<file path="src/rtl/encoder_42.sv">
// Registered 4-to-2 priority encoder: the highest-numbered set request line wins.
// It also flags when any line is requested (valid) and when two or more are (multi).
module encoder_42 #(
  parameter bit REG_OUT = 1'b1
) (
  input  logic       clk,
  input  logic       rst_n,
  input  logic [3:0] a,
  output logic [1:0] y,
  output logic       valid,
  output logic       multi
);

  logic [1:0] enc_y;
  logic       enc_valid;
  logic       enc_multi;
  logic [2:0] pop_count;

  always_comb begin
    enc_y = 2'd0;
    casez (a)
      4'b1???: enc_y = 2'd3;
      4'b01??: enc_y = 2'd2;
      4'b001?: enc_y = 2'd1;
      default: enc_y = 2'd0;
    endcase
  end

  assign pop_count = {2'b00, a[0]} + {2'b00, a[1]} + {2'b00, a[2]} + {2'b00, a[3]};
  assign enc_valid = |a;
  assign enc_multi = (pop_count >= 3'd2);

  generate
    if (REG_OUT) begin : g_reg
      // All three outputs share one register stage so they always change together.
      always_ff @(posedge clk or negedge rst_n) begin
        if (!rst_n) begin
          y     <= 2'd0;
          valid <= 1'b0;
          multi <= 1'b0;
        end else begin
          y     <= enc_y;
          valid <= enc_valid;
          multi <= enc_multi;
        end
      end
    end else begin : g_comb
      logic unused_clk_rst;
      assign unused_clk_rst = clk ^ rst_n;
      assign y     = enc_y;
      assign valid = enc_valid;
      assign multi = enc_multi;
    end
  endgenerate

endmodule

</file>
<file path="config.mk">
export PLATFORM = sky130hd
export DESIGN_NAME = encoder_42
export DESIGN_NICKNAME = d
export VERILOG_FILES = /design/src/rtl/encoder_42.sv
export SDC_FILE = /design/constraint.sdc
export NUM_CORES = 1
export LEC_CHECK = 0
export ABC_AREA = 0
export CAP_MARGIN = 20
export CORE_AREA = 2 2 39 41
export CTS_BUF_LIST = sky130_fd_sc_hd__clkbuf_8
export DETAILED_ROUTE_END_ITERATION = 8
export DIE_AREA = 0 0 41 43
export PLACE_DENSITY_LB_ADDON = 0.12
export SYNTH_ARGS = -nofsm -noshare
export SYNTH_HDL_FRONTEND = slang
export SYNTH_SLANG_ARGS = --single-unit
</file>
<file path="constraint.sdc">
create_clock -name clk -period 1 [get_ports clk]
set_input_delay 0.2 -clock clk [delete_from_list [all_inputs] [get_ports clk]]
set_output_delay 0.2 -clock clk [all_outputs]
set_load 0.01 [all_outputs]
</file>
layer_met1.png
The bar under the picture is 10 um long.
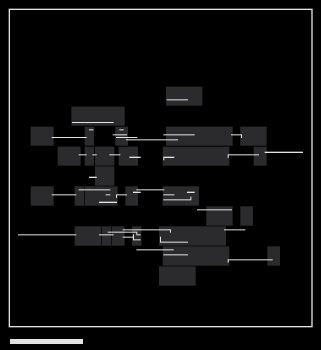
main direction	horizontal
share of all routed wire	37%
wire length on this layer	121 um
nets with wire on the layer	29
routed wire length: 325 um
routing usage on met1: 0.04560

layer_met2.png
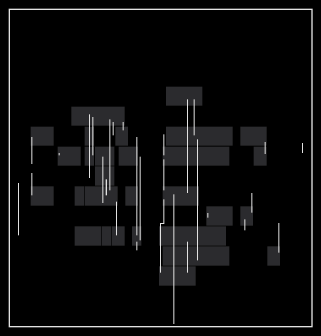
nets with wire on the layer	26
longest straight run	17.5 um
main direction	vertical
wire length on this layer	161 um
share of all routed wire	49%
total number of vias: 138
met2 Use GR: 0.06875

==> run_results.csv <==
group,metric,value,unit
status,status,"complete, no violations",
synthesis,yosys_warnings,0,
worst_setup_path,worstSetupPathType,"reg -> out",
timing,hold_violations,0,
floorplan,dieArea,1763,um2
layout,antenna-diode-count,0,
clock_tree,cts_buffer_depth,2,
worst_hold_path,hp-class,"in -> async",
synthesis,synth_area,166.4,um2
drt,wl_per_cell,7.222,um
timing,maxSlewViolCount,0,
worst_setup_path,cp_data_required_time,0.80,ns
worst_setup_path,startpoint_type,"flip-flop",
floorplan,die_h,43,um
worst_setup_path,end_kind,"output port",
timing,holdWs,0.1883,ns
clock_tree,cts_tree,"done",
worst_setup_path,path_buffers,1,
synthesis,ys_seq_share,0.6015,
synthesis,synth.distinct_cells,8,
job,cap_violations,0,
placed_design,dp.cells,42,
drt,drt-initial-drc-count,0,
worst_setup_path,slowest_delay,0.34,ns
grt,grt_pass1_wl,579,um
layout,drive_gt1_frac,0.4138,
floorplan,chipWidth,41,um
power,power_density,1766,nW/um2
worst_setup_path,path_cells,"clkdlybuf4s15_1",
synthesis,synth.avg_cell_area,11.89,um2
placed_design,port_buffers,9,
drt,drc,0,
placed_design,place_congestion,0.5457,
timing,slew_headroom,0.8828,
synthesis,synth_nets,22,
grt,antenna_found_initial,0,
synthesis,synthCells,14,
timing,tightest_slew,0.1752,ns
grt,grt_max_degree,5,
drt,ant_nets,0,
timing,fin_crit,0.9773,ns
layout,fin_cells,45,
floorplan,fp_util,0.1203,
floorplan,ioPinCount,10,
timing,rsz0062_at_grt,"false",
layout,final_util,0.2324,
drt,dr.pass1.iters,1,
clock_tree,numClockSinks,4,
layout,nets,39,
clock_tree,clk_pin_slew,0.03,ns
grt,grt_usage,0.05544,
clock_tree,post_cts_buffers,0,
grt,grt_pass1_vias,164,
job,warnings,27,
clock_tree,cts_buffers,3,
synthesis,ys_cells,14,
timing,fin_crit_sh,0.9773,
synthesis,yosys_area,166.4,um2
layout,final_common_cell,"dfrtp_1",
clock_tree,cts_max_level,1,
clock_tree,cts_root_buffer,"clkbuf_8",
layout,area_growth,93.23,%
worst_setup_path,arrival,0.78,ns
power,power.leakage,0.1551,nW
timing,fmax,1023,MHz
worst_setup_path,cp_top_family,"flip-flops",
worst_setup_path,crit_fanout,1,
power,ir_drop,0.3267,mV
grt,grt_overflow,0,
worst_setup_path,critPathSlowestCell,"dfrtp_1",
drt,vias_per_cell,3.067,
timing,setup_viol_count_final,0,
timing,totalNegativeSetupSlack,0,ns
synthesis,ys.flops,4,
layer_met3.png
The bar under the picture is 10 um long.
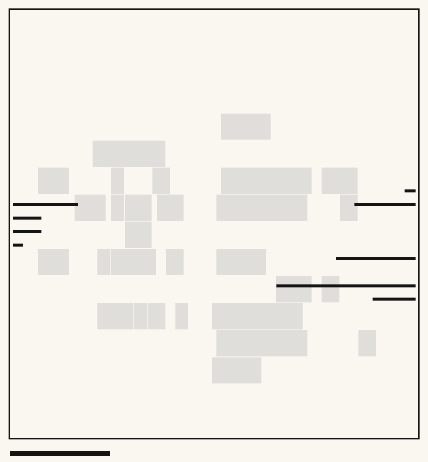
nets with wire on the layer	9
longest straight run	13.7 um
wire length on this layer	44.1 um
main direction	horizontal
GR Util met3: 0.02094

placement.png
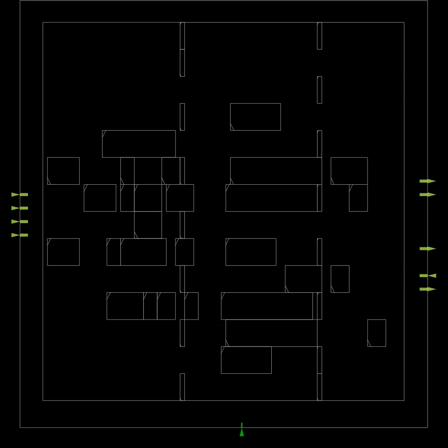
Tapcells: 16
Rows: 14
core area: 1384 um2
flop share of the area: 0.3113

through the flow:
stage	cell area [um2]	power, mW	worst slack, ns
2_1_floorplan	166.4	0.1997	0.06149
3_3_place_gp	299.0	0.2531	-0.4168
3_5_place_dp	299.0	0.2542	-0.4252
4_1_cts	336.6	0.5821	0.008170
5_1_grt	321.6	0.6029	0.001268
6_report	321.6	0.5680	0.02275
metal layers:
| layer | GRT usage | wire (um) | vias to the layer above |
|---|---|---|---|
| met3 | 0.02094 | 44 | 0 |
| li1 | - | - | 72 |
| met2 | 0.06875 | 160 | 9 |
| met5 | 0 | 0 | - |
| met4 | 0.1000 | 0 | 0 |
| met1 | 0.04560 | 120 | 57 |
where the power goes:
group	switching [mW]	internal, mW	leakage, nW
Sequential	0.00217	0.173	0.0414
Combinational	0.0292	0.0363	0.0922
Clock	0.0719	0.255	0.0216
Total	0.103	0.465	0.155
cell type report:
class                      instances  area [um2]
clock buffer                       3       41.29
fill                             158        1062
tap                               16       20.02
sequential                         4       100.1
timing repair buffer              12       93.84
inverter                           4       15.01
multi-input combinational          6       51.30
logic make-up after synthesis:
logic type	Yosys count	share of synthesized area
buffers and inverters	4	0.09020
DFF	4	0.6015
AOI/OAI and AO/OA	2	0.06009
adders and majority gates	2	0.1955
and+or+nand+nor	2	0.05258
cells in the mapped netlist:
cell type	count	area, um2
dfrtp_1	4	100.1
inv_1	4	15.01
fa_1	1	20.02
ha_1	1	12.51
nand2_1	1	3.750
nand3_1	1	5.000
o21ai_0	1	5.000
o21ai_1	1	5.000
registers in the layout, indices dropped and copies added (netlist names):
name and flops:
y 2, multi 1, valid 1
final timing paths:
kind,start,to,slack (ns),cells past startpoint
setup / recovery,multi,multi,0.02,1
hold / removal,rst_n,y[0],0.19,1
max in group asynchronous,rst_n,multi,0.65,1
min in group clk,a[3],y[1],0.46,4
timing repair:
item / in CTS / in global routing
resized: 14 / 3
hold buffers: 0 / 0
endpoints found under the hold margin: 0 / 0
setup endpoints to repair: 5 / 3
No activity file was given, so power comes from the tool's default toggle rates.
